Drive-strength map:
Scale: 3 px per um.
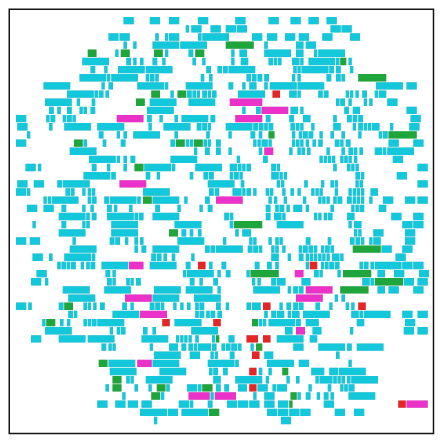
Gate families picked out:
Scale: 3 px per um.
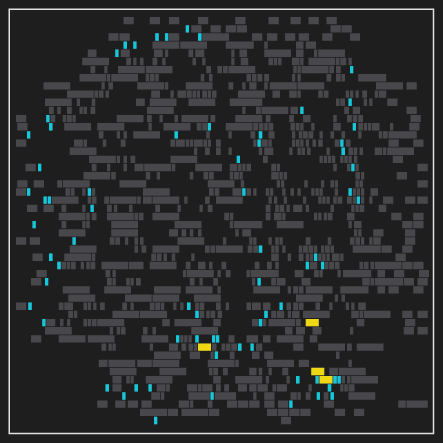
Track usage over the die:
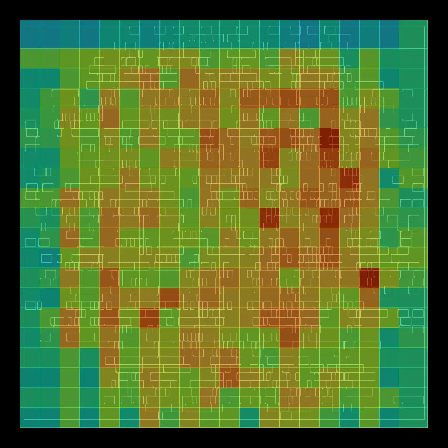
Signal wires on met2:
Scale: 2 px per um. Cells faint in the background.
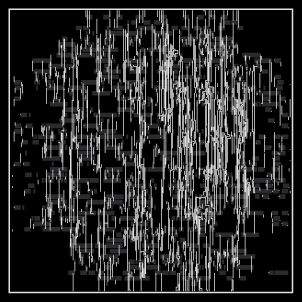
## config.mk

```make
export PLATFORM = sky130hd
export DESIGN_NAME = pc_gen_flat
export DESIGN_NICKNAME = d
export VERILOG_FILES = /design/src/rtl/pc_gen_if.sv /design/src/rtl/pc_gen.sv /design/src/flat_wrapper.sv
export SDC_FILE = /design/constraint.sdc
export NUM_CORES = 1
export LEC_CHECK = 0
export ABC_AREA = 1
export CAP_MARGIN = 20
export CORE_UTILIZATION = 30
export CTS_CLUSTER_DIAMETER = 150
export DETAILED_ROUTE_END_ITERATION = 8
export PLACE_DENSITY_LB_ADDON = 0.1
export SETUP_SLACK_MARGIN = 0.1
export SKIP_CTS_REPAIR_TIMING = 1
export SYNTH_ARGS = -nofsm -noshare
export SYNTH_HDL_FRONTEND = slang
export SYNTH_SLANG_ARGS = --single-unit
```

## constraint.sdc

```tcl
create_clock -name clk -period 3.1 [get_ports clk]
set_input_delay 0.465 -clock clk [delete_from_list [all_inputs] [get_ports clk]]
set_output_delay 0.465 -clock clk [all_outputs]
set_load 0.005 [all_outputs]
```

## src/rtl/pc_gen_if.sv

```systemverilog
// Fetch PC generator bus: control inputs from fetch/EX/exception logic and
// the registered PC/queue status returned by pc_gen.
//   fetch_ready      : current pc accepted by fetch this cycle
//   branch_valid     : branch redirect request, target in branch_target
//   flush_valid      : flush/exception redirect, vector in flush_target
//   pc               : current fetch address
//   redirect_pending : branch redirect queue non-empty
//   pending_count    : number of queued branch redirects
//   redirect_ovf     : sticky flag, a branch was dropped on a full queue
interface pc_gen_if #(
  parameter int unsigned ADDR_W      = 32,
  parameter int unsigned REDIR_DEPTH = 2
);
  localparam int unsigned CNT_W = $clog2(REDIR_DEPTH + 1);

  logic              fetch_ready;
  logic              branch_valid;
  logic [ADDR_W-1:0] branch_target;
  logic              flush_valid;
  logic [ADDR_W-1:0] flush_target;
  logic [ADDR_W-1:0] pc;
  logic              redirect_pending;
  logic [CNT_W-1:0]  pending_count;
  logic              redirect_ovf;

  modport master (
    output fetch_ready, branch_valid, branch_target, flush_valid, flush_target,
    input  pc, redirect_pending, pending_count, redirect_ovf
  );

  modport slave (
    input  fetch_ready, branch_valid, branch_target, flush_valid, flush_target,
    output pc, redirect_pending, pending_count, redirect_ovf
  );
endinterface

```

## src/rtl/pc_gen.sv

```systemverilog
// Fetch PC generator at the head of the IF stage. Advances pc by FETCH_BYTES
// per accepted fetch, applies queued branch redirects after DELAY_SLOTS
// sequential fetches, and applies flush redirects on the next edge.
//   clk : clock
//   rst : asynchronous reset, active-low
//   bus : pc_gen_if.slave (control inputs, registered pc/status outputs)
module pc_gen #(
  parameter int unsigned ADDR_W       = 32,
  parameter logic [ADDR_W-1:0] RESET_VECTOR = 32'hbfc00000,
  parameter int unsigned FETCH_BYTES  = 4,
  parameter int unsigned DELAY_SLOTS  = 1,
  parameter int unsigned REDIR_DEPTH  = 2
) (
  input  logic     clk,
  input  logic     rst,
  pc_gen_if.slave  bus
);
  localparam int unsigned CNT_W  = $clog2(REDIR_DEPTH + 1);
  localparam int unsigned PTR_W  = (REDIR_DEPTH > 1) ? $clog2(REDIR_DEPTH) : 1;
  localparam int unsigned SLOT_W = 2;

  logic [ADDR_W-1:0] pc_q, pc_d;
  logic [PTR_W-1:0]  rd_q, rd_d, wr_q, wr_d;
  logic [CNT_W-1:0]  cnt_q, cnt_d;
  logic              pend_q, pend_d;
  logic              ovf_q, ovf_d;
  logic [ADDR_W-1:0] tgt_q   [REDIR_DEPTH];
  logic [ADDR_W-1:0] tgt_d   [REDIR_DEPTH];
  logic [SLOT_W-1:0] slots_q [REDIR_DEPTH];
  logic [SLOT_W-1:0] slots_d [REDIR_DEPTH];
  logic              push, pop;

  function automatic logic [PTR_W-1:0] ptr_inc(input logic [PTR_W-1:0] p);
    return (p == PTR_W'(REDIR_DEPTH - 1)) ? '0 : p + PTR_W'(1);
  endfunction

  // Next-state: flush wins, otherwise advance/pop then enqueue.
  always_comb begin
    pc_d    = pc_q;
    rd_d    = rd_q;
    wr_d    = wr_q;
    cnt_d   = cnt_q;
    ovf_d   = ovf_q;
    tgt_d   = tgt_q;
    slots_d = slots_q;
    push    = 1'b0;
    pop     = 1'b0;

    if (bus.flush_valid) begin
      pc_d  = bus.flush_target;
      rd_d  = '0;
      wr_d  = '0;
      cnt_d = '0;
      ovf_d = 1'b0;
    end else begin
      if (bus.fetch_ready) begin
        if (cnt_q == '0) begin
          pc_d = pc_q + ADDR_W'(FETCH_BYTES);
        end else if (slots_q[rd_q] != '0) begin
          pc_d           = pc_q + ADDR_W'(FETCH_BYTES);
          slots_d[rd_q]  = slots_q[rd_q] - SLOT_W'(1);
        end else begin
          pc_d = tgt_q[rd_q];
          pop  = 1'b1;
        end
      end

      // A pop in the same edge frees a slot, so a full queue still accepts.
      if (bus.branch_valid) begin
        if ((cnt_q < CNT_W'(REDIR_DEPTH)) || pop) begin
          push = 1'b1;
        end else begin
          ovf_d = 1'b1;
        end
      end

      // When full, wr == rd: the popped head's target was already consumed above.
      if (push) begin
        tgt_d[wr_q]   = bus.branch_target;
        slots_d[wr_q] = SLOT_W'(DELAY_SLOTS);
        wr_d          = ptr_inc(wr_q);
      end
      if (pop) begin
        rd_d = ptr_inc(rd_q);
      end
      cnt_d = cnt_q + CNT_W'(push) - CNT_W'(pop);
    end

    pend_d = (cnt_d != '0);
  end

  // State registers.
  always_ff @(posedge clk or negedge rst) begin
    if (!rst) begin
      pc_q   <= RESET_VECTOR;
      rd_q   <= '0;
      wr_q   <= '0;
      cnt_q  <= '0;
      pend_q <= 1'b0;
      ovf_q  <= 1'b0;
      for (int i = 0; i < int'(REDIR_DEPTH); i++) begin
        tgt_q[i]   <= '0;
        slots_q[i] <= '0;
      end
    end else begin
      pc_q    <= pc_d;
      rd_q    <= rd_d;
      wr_q    <= wr_d;
      cnt_q   <= cnt_d;
      pend_q  <= pend_d;
      ovf_q   <= ovf_d;
      tgt_q   <= tgt_d;
      slots_q <= slots_d;
    end
  end

  assign bus.pc               = pc_q;
  assign bus.pending_count    = cnt_q;
  assign bus.redirect_pending = pend_q;
  assign bus.redirect_ovf     = ovf_q;
endmodule

```

## src/flat_wrapper.sv

```systemverilog
// flat-port wrapper written by rule: the top's interface ports become plain ports
module pc_gen_flat 
#(
  parameter int unsigned ADDR_W       = 32,
  parameter logic [ADDR_W-1:0] RESET_VECTOR = 32'hbfc00000,
  parameter int unsigned FETCH_BYTES  = 4,
  parameter int unsigned DELAY_SLOTS  = 1,
  parameter int unsigned REDIR_DEPTH  = 2
)
  (clk, rst, bus_fetch_ready, bus_branch_valid, bus_branch_target, bus_flush_valid, bus_flush_target, bus_pc, bus_redirect_pending, bus_pending_count, bus_redirect_ovf);
  pc_gen_if #(.ADDR_W(ADDR_W), .REDIR_DEPTH(REDIR_DEPTH)) bus_i ();
  input  logic clk;
  input  logic rst;
  input wire logic [$bits(bus_i.fetch_ready)-1:0] bus_fetch_ready;
  input wire logic [$bits(bus_i.branch_valid)-1:0] bus_branch_valid;
  input wire logic [$bits(bus_i.branch_target)-1:0] bus_branch_target;
  input wire logic [$bits(bus_i.flush_valid)-1:0] bus_flush_valid;
  input wire logic [$bits(bus_i.flush_target)-1:0] bus_flush_target;
  output wire logic [$bits(bus_i.pc)-1:0] bus_pc;
  output wire logic [$bits(bus_i.redirect_pending)-1:0] bus_redirect_pending;
  output wire logic [$bits(bus_i.pending_count)-1:0] bus_pending_count;
  output wire logic [$bits(bus_i.redirect_ovf)-1:0] bus_redirect_ovf;
  assign bus_i.fetch_ready = bus_fetch_ready;
  assign bus_i.branch_valid = bus_branch_valid;
  assign bus_i.branch_target = bus_branch_target;
  assign bus_i.flush_valid = bus_flush_valid;
  assign bus_i.flush_target = bus_flush_target;
  assign bus_pc = bus_i.pc;
  assign bus_redirect_pending = bus_i.redirect_pending;
  assign bus_pending_count = bus_i.pending_count;
  assign bus_redirect_ovf = bus_i.redirect_ovf;
  pc_gen #(.ADDR_W(ADDR_W), .RESET_VECTOR(RESET_VECTOR), .FETCH_BYTES(FETCH_BYTES), .DELAY_SLOTS(DELAY_SLOTS), .REDIR_DEPTH(REDIR_DEPTH)) u_core (.clk(clk), .rst(rst), .bus(bus_i));
endmodule
```

==> flow_summary.toml <==
# flow metrics
[detailed_routing]
dr_wl_met2_um = 7964
wl_met1_um = 9281
routed_via_density = 4.820
dr_wl_met3_um = 961
dr.first_iter.drc_count = 529
top_layer_used = "met4"
drc = 0

[placed_design]
dp.cells = 1105
dp_hpwl_um = 13320
post-place-ws_ns = 0.8331
port_buffers = 104
placed_area_um2 = 7081
place_congestion = 0.8868

[die]
chipHeight_um = 140.9
nWellTaps = 260
fp_util_pct = 30.74
die_w_um = 140.9
coreArea_um2 = 18830
rows = 50
chipArea_um2 = 19860

[global_routing]
antenna_found_initial = 0
gr-total-overflow = 0
grt_start_max_net_pins = 107
grt_busiest_layer = "met1"
grt_pass1_wl_um = 28990
use_met1_pct = 28.76
grt_pass1_vias = 5192

[layout]
dominant_cells = "sequential cells"
mostFrequentLayoutCell = "nand2_1"
final_cell_mix = "242 x nand2_1, 103 x clkdlybuf4s50_1, 97 x dfrtp_1"
seq_area_share_pct = 36.05
num_antenna_cells = 0
utilization_pct = 39.24
comb_area_share_pct = 35.88
regArea_um2 = 2664
fill_cells = 1956
comb_area_um2 = 2651
layout.non_clock_inverters = 69
buf_share_pct = 15.98
seq_cells = 106
instances_no_fill = 1120
drive_above_1_share_pct = 8.140

[power_and_ir_drop]
power-top-group = "registers"
clock_power_mw = 1.22
sequentialPower_mw = 2.32
ir_drop_v = 0.0002606
power_density_nw_per_um2 = 703.2
p_leak_nw = 3.355
comb_power_share_pct = 31.9
seqPwrFrac_pct = 44.6
switching_share_pct = 35.92
power.share.clock_pct = 23.4
p_comb_mw = 1.66

[cts]
numCtsBuffers = 9
clockBufferDepth = 2
clock-root-buffer = "clkbuf_16"
htreeDepth = 3
clock_sinks = 106
clk_pin_slew_ns = 0.07
cts_tree = "yes"
clock_latency_ns = 0.35

[setup_path]
startpoint = "u_core.rd_q"
path_class = "reg -> reg"
timing.critical_path.to = "u_core.bus.redirect_pending"
crit_arrival_ns = 2.50
cp.required_ns = 3.33
end_kind = "register"
cp-start-kind = "register"
timing.rr.start = "u_core.rd_q"
reg2regPathDepth = 13
worst-path-max-fanout = 11

[logic_synthesis]
edf_count = 0
top_cell = "nand2_1"
yosysSeqAreaShare_pct = 46.01
floorplan.nets = 837
muxShareOfSynthArea_pct = 0
ys_warn_count = 0
yosys-top-cells-area = "dfrtp_1 42%, nand2_1 16%, nand3_1 5.1%, inv_1 4.3%, dfstp_2 4.1%"
ys.flops = 106
aoi_share_pct = 16.04
ys.flop_type = "dfrtp_1"
largest_area_cell = "dfrtp_1"
yosysCellCount = 764
yosys_area_um2 = 5789
yosys.area_share.simple_pct = 27.64
netlist_area_um2 = 5789
yosys.area.top_type_share_pct = 41.93
syn_inst = 764
synthTopLogicFamily = "simple AND/OR/NAND/NOR gates"
ys_async_sr_fraction_pct = 100.0

[final_timing]
rsz0062_at_grt = "false"
fin_skew_ns = 0.009858
slew_headroom_pct = 48.07
finalHoldViolCount = 0
setup_tns_ns = 0
tightestPinTransition_ns = 0.7781
timing.fmax_ghz = 0.4396
setup_viol = 0
period_needed_ns = 2.275
fin_crit_sh_pct = 73.38
finalMaxSlewViolations = 0

[run]
warnings = 28

[status]
status = "finished, final reports clean"

[worst_hold_path]
hold_class = "in -> async"
About 'drive-strength map':
| color | size | cells | most used |
|---|---|---|---|
| cyan | x1 and smaller | 790 | nand2_1 |
| magenta | x6 and larger | 18 | clkbuf_16 |
| red | x3 and x4 | 13 | buf_4 |
| green | x2 | 39 | o21ai_2 |
final worst slack: 0.8252 ns
Final Instance Area: 7390 um^2
Area Growth Syn to Fin: 27.64%
non-clock buffer count: 118

About 'gate families picked out':
| color | family | cells | most used | where |
|---|---|---|---|---|
| yellow | fa/ha/maj cells | 4 | ha_1 | lower right |
| cyan | inv cells | 69 | inv_1 | spread over the die |

About 'track usage over the die':
routed len/inst: 16.39 um
met3 Usage GRT: 3.702%

About 'signal wires on met2':
wire length on this layer: 7960 um
main direction: vertical
nets with wire on the layer: 732
share of all routed wire: 43%
longest straight run: 59.8 um
routed wire length: 18360 um
met2 GRT Util: 28.04%

[registers in the layout, summed over array words and instances, names as in the netlist]
register                     count
u_core.wr_q                      1
u_core.tgt_q                    64
u_core.bus.pending_count         2
u_core.bus.pc                   32
u_core.rd_q                      1
u_core.bus.redirect_ovf          1
u_core.slots_q                   4
u_core.bus.redirect_pending      1
[worst max-delay path, stage by stage, from the launching register on]
cell and delay (ns):
dfrtp_1 0.50, inv_2 0.16, nand2_1 0.09, o21ai_0 0.09, ha_1 0.20, inv_1 0.12
nor2_4 0.06, nand2_2 0.12, inv_1 0.08, ha_1 0.27, inv_1 0.03, ha_1 0.27
inv_1 0.08, o22ai_1 0.07
Power is estimated from default activity; no workload was simulated.
